==> config.mk <==
export PLATFORM = sky130hd
export DESIGN_NAME = fringe_put_scheduler
export DESIGN_NICKNAME = d
export VERILOG_FILES = /design/src/rtl/shunt_fringe_pkg.sv /design/src/rtl/fringe_rr_arbiter.sv /design/src/rtl/fringe_put_scheduler.sv
export SDC_FILE = /design/constraint.sdc
export NUM_CORES = 1
export LEC_CHECK = 0
export ABC_AREA = 1
export ABC_CLOCK_PERIOD_IN_PS = 2500
export CAP_MARGIN = 30
export CORE_MARGIN = 2
export CORE_UTILIZATION = 47
export DETAILED_ROUTE_END_ITERATION = 8
export GPL_TIMING_DRIVEN = 0
export PLACE_DENSITY = 0.8
export RECOVER_POWER = 25
export SYNTH_ARGS = -nofsm -noshare
export SYNTH_HDL_FRONTEND = slang
export SYNTH_SLANG_ARGS = --single-unit
export TNS_END_PERCENT = 1
==> constraint.sdc <==
create_clock -name clk_i -period 2.5 [get_ports clk_i]
set_input_delay 0.75 -clock clk_i [delete_from_list [all_inputs] [get_ports clk_i]]
set_output_delay 0.75 -clock clk_i [all_outputs]
set_load 0.05 [all_outputs]
**Cell classes on the final placement**

Scale: 4 px per um.
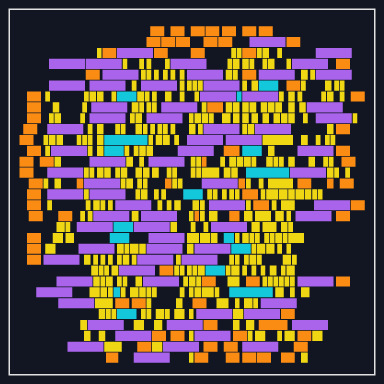
legend:
  purple:
    class: registers
    cells: 73
    share_of_their_area: 41%
  yellow:
    class: remaining logic cells
    cells: 349
    share_of_their_area: 37%
  orange:
    class: remaining buffers and delay cells
    cells: 81
    share_of_their_area: 18%
  cyan:
    class: clock drivers and dummy loads
    cells: 16
    share_of_their_area: 5.4%
standard-cell rows: 31
Seq area share: 39.4%
core box area: 0.00729 sq mm
post-route cell area: 0.00463 sq mm
Final Util: 63.5%

**Cell sizes after repair**

Scale: 4 px per um.
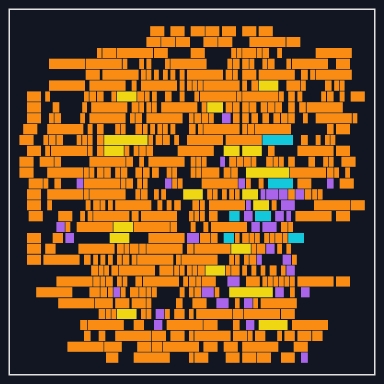
legend:
  purple:
    size: x2
    cells: 35
    share: 6.7%
    most_used: nand2_2
  cyan:
    size: x3 and x4
    cells: 6
    share: 1.2%
  orange:
    size: x1 and smaller
    cells: 460
    share: 89%
    most_used: nand2_1
  yellow:
    size: x6 and larger
    cells: 18
    share: 3.5%
    most_used: clkbuf_8
worst setup margin: 0.0825 ns
number of non-clock buffers: 81
synth-to-layout area growth: 30.3%

**Where the registers sit**

Scale: 4 px per um.
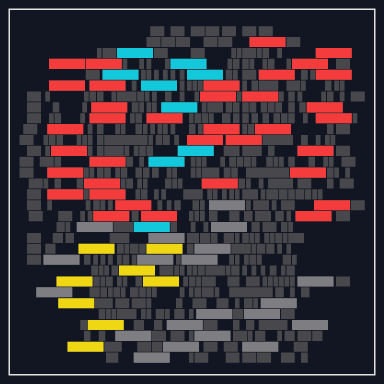
legend:
  red:
    signal: data_q
    sequential_cells: 36
  cyan:
    signal: put_data_o
    sequential_cells: 9
    where: north
  yellow:
    signal: wcnt_q
    sequential_cells: 8
    where: south-west
not coloured: 20
Sequential Area: 0.00183 sq mm
Seq group: 1.89 mW

**Met3 routing**

Scale: 3 px per um.
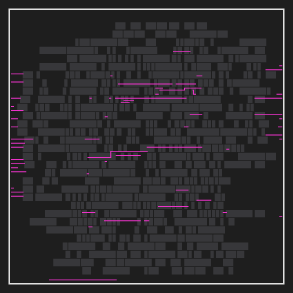
longest straight run: 23.5 um
main direction: horizontal
GR Layer Usage met3: 3.49%
Routed WL: 8370 um

**Placed standard cells**

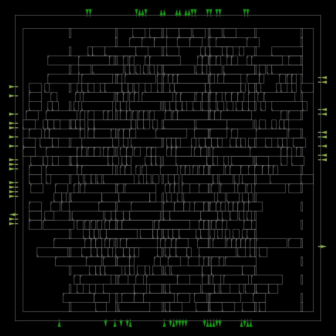
tap cells: 99
# fillers: 634
registers: 73
final std cells w/o fill: 618

==> out/metrics.yaml <==
synthesis:
  synthArstFlopShare_pct: 100
  yosys_warnings: 0
  synth_cells: 433
  synth.logic.top_family: "simple AND/OR/NAND/NOR gates"
  ys_ff: 73
  ys_seq_share_pct: 51.4
  ys_sh_simple_pct: 29.4
  yosys_area_sq_mm: 0.00356
  synth.distinct_cells: 29
  flop_cell: "dfrtp_1"
  adder_share_pct: 1.06
  synth-compound-area-share_pct: 9.47
  synth-xor-area-share_pct: 0
  edf_count: 0
  syn_area_per_cell_sq_um: 8.21
  synthesis.nets: 484
  synth_area_sq_mm: 0.00356
  mux_area_share_pct: 0
  ys_cells: 433
drt:
  wl_met3_um: 294
  dr.pass1.iters: 5
  drtIter0Drc: 217
  dr_wl_met2_um: 4220
  wl_met1_um: 3660
  vias_per_cell: 5.03
  drc: 0
  top_layer: "met4"
  wire_per_inst_um: 13.5
  ant_nets: 0
  vias: 3107
setup_path:
  max_stage_delay_ns: 0.86
  cp_num_cells: 1
  r2r_cells: 11
  crit_family: "buffers and inverters"
  worstPathCellList: "clkdlybuf4s50_1"
  critPathMaxFanout: 5
  setup.worst_path.class: "reg2out"
  start_kind: "flip-flop"
  crit_required_ns: 1.75
  critPathBufInv: 1
  end_kind: "output pin"
  arrival_ns: 1.67
  cpMaxStageDelayCell: "clkdlybuf4s50_1"
  reg2reg_slack_ns: 0.46
timing:
  setup_viol: 0
  worstMarginPinSlew_ns: 1.52
  whs_ns: 0.460
  fmax_mhz: 414
  finClkSkew_ns: 0.00940
  slew_violations: 33
  rsz0062_at_grt: "false"
  final.min_clock_period_ns: 2.42
  slew-limit-headroom_pct: -1.78
  hold_viol: 0
  fin_tns_setup_ns: 0
  post-route-period-util_pct: 96.7
grt:
  overflow: 0
  use_met1_pct: 27.1
  use_met2_pct: 36.6
  grt_most_used_layer: "met2"
  grt_pass1_vias: 3092
  grt_pass1_wl_um: 14000
  antenna_found_initial: 0
  grt_usage_pct: 21.5
  grt_max_degree: 42
flow_run:
  maxCapViolations: 1
  warnings: 27
min_path:
  whs_path_depth: 1
  hold_path_class: "reg2reg"
run_status:
  violations: "max-capacitance violations, max-slew violations"
  outcome: "complete, but fails checks"
floorplanning:
  io_pins: 70
  floorplan.core_util_pct: 48.8
  dieArea_sq_mm: 0.00828
  fp.dieW_um: 91.0
  dieHeight_um: 91.0
power_and_ir_drop:
  p_total_mw: 6.48
  p_leak_nw: 2.27
  power.density_mw_per_mm2: 1400
  vdd_drop_max_uv: 481
cts:
  clockRootBuffer: "clkbuf_8"
  path_clk_slew_ns: 0.08
  cts_sinks: 73
  cts_buffer_depth: 2
  cts_tree: "built"
  cts_inserted_buffers: 9
  h-tree-depth: 3
  clkLatencyLatePin_ns: 0.35
placed_design:
  hpwl_um: 6260
  globalplace.congestion: 0.833
  pre_cts_ws_ns: 0.0312
  postPlaceCellArea_sq_mm: 0.00439
  io_buffers: 69
cells_and_area:
  lay_top_count: "nand2_1"
  lay_top_cells: "89 x nand2_1, 73 x dfrtp_1, 62 x clkdlybuf4s50_1, 59 x nand3_1, 55 x inv_1"
  final_nets: 565
  drive_gt1_share_pct: 11.4
  largest_reg_flops: 36
  antennaDiodeCount: 0
layout make-up:
| class | count | area, sq um |
|---|---|---|
| Sequential cell | 73 | 1830 |
| Multi-Input combinational cell | 288 | 1420 |
| Timing Repair Buffer | 70 | 709 |
| Buffer | 11 | 80.1 |
| Fill cell | 634 | 2660 |
| Clock buffer | 11 | 141 |
| Inverter | 61 | 230 |
| Tap cell | 99 | 124 |
| Clock inverter | 5 | 103 |
per-stage QoR:
step | utilization [%] | instances
4_1_cts | 63.6 | 618
2_1_floorplan | - | 433
6_report | 63.5 | 618
5_1_grt | 63.5 | 618
3_5_place_dp | 60.3 | 602
3_3_place_gp | 60.0 | 601
logic make-up after synthesis:
kind of cell	after synthesis
adders and majority gates	3
AOI/OAI and AO/OA	57
and+or+nand+nor	228
buffers and inverters	72
DFF	73
report_power, final:
| group | internal (mW) | switching, mW | leakage (nW) |
|---|---|---|---|
| Clock | 0.689 | 0.449 | 0.120 |
| Sequential | 1.64 | 0.245 | 0.829 |
| Combinational | 1.19 | 2.26 | 1.33 |
| Total | 3.52 | 2.96 | 2.27 |
synth_stat cells, types with 4 or more instances:
cell type	n	area share [%]
o21ai_2	5	1.2
buf_2	5	0.70
o21ai_0	7	0.99
nand3_1	59	8.3
or2_2	4	0.70
inv_1	56	5.9
nand2_2	13	2.3
buf_6	4	1.3
dfrtp_1	73	51
nor2_1	47	5.0
a21o_1	4	0.84
nor3b_1	5	1.1
inv_2	5	0.53
a21oi_1	37	5.2
nand2_1	89	9.4
repair_timing:
| item | 4_1_cts | 5_1_grt |
|---|---|---|
| resized | 1 | 0 |
| hold buffers | 0 | 0 |
| endpoints found under the setup margin | 1 | 0 |
| setup buffers | 0 | 0 |
Power is estimated from default activity; no workload was simulated.
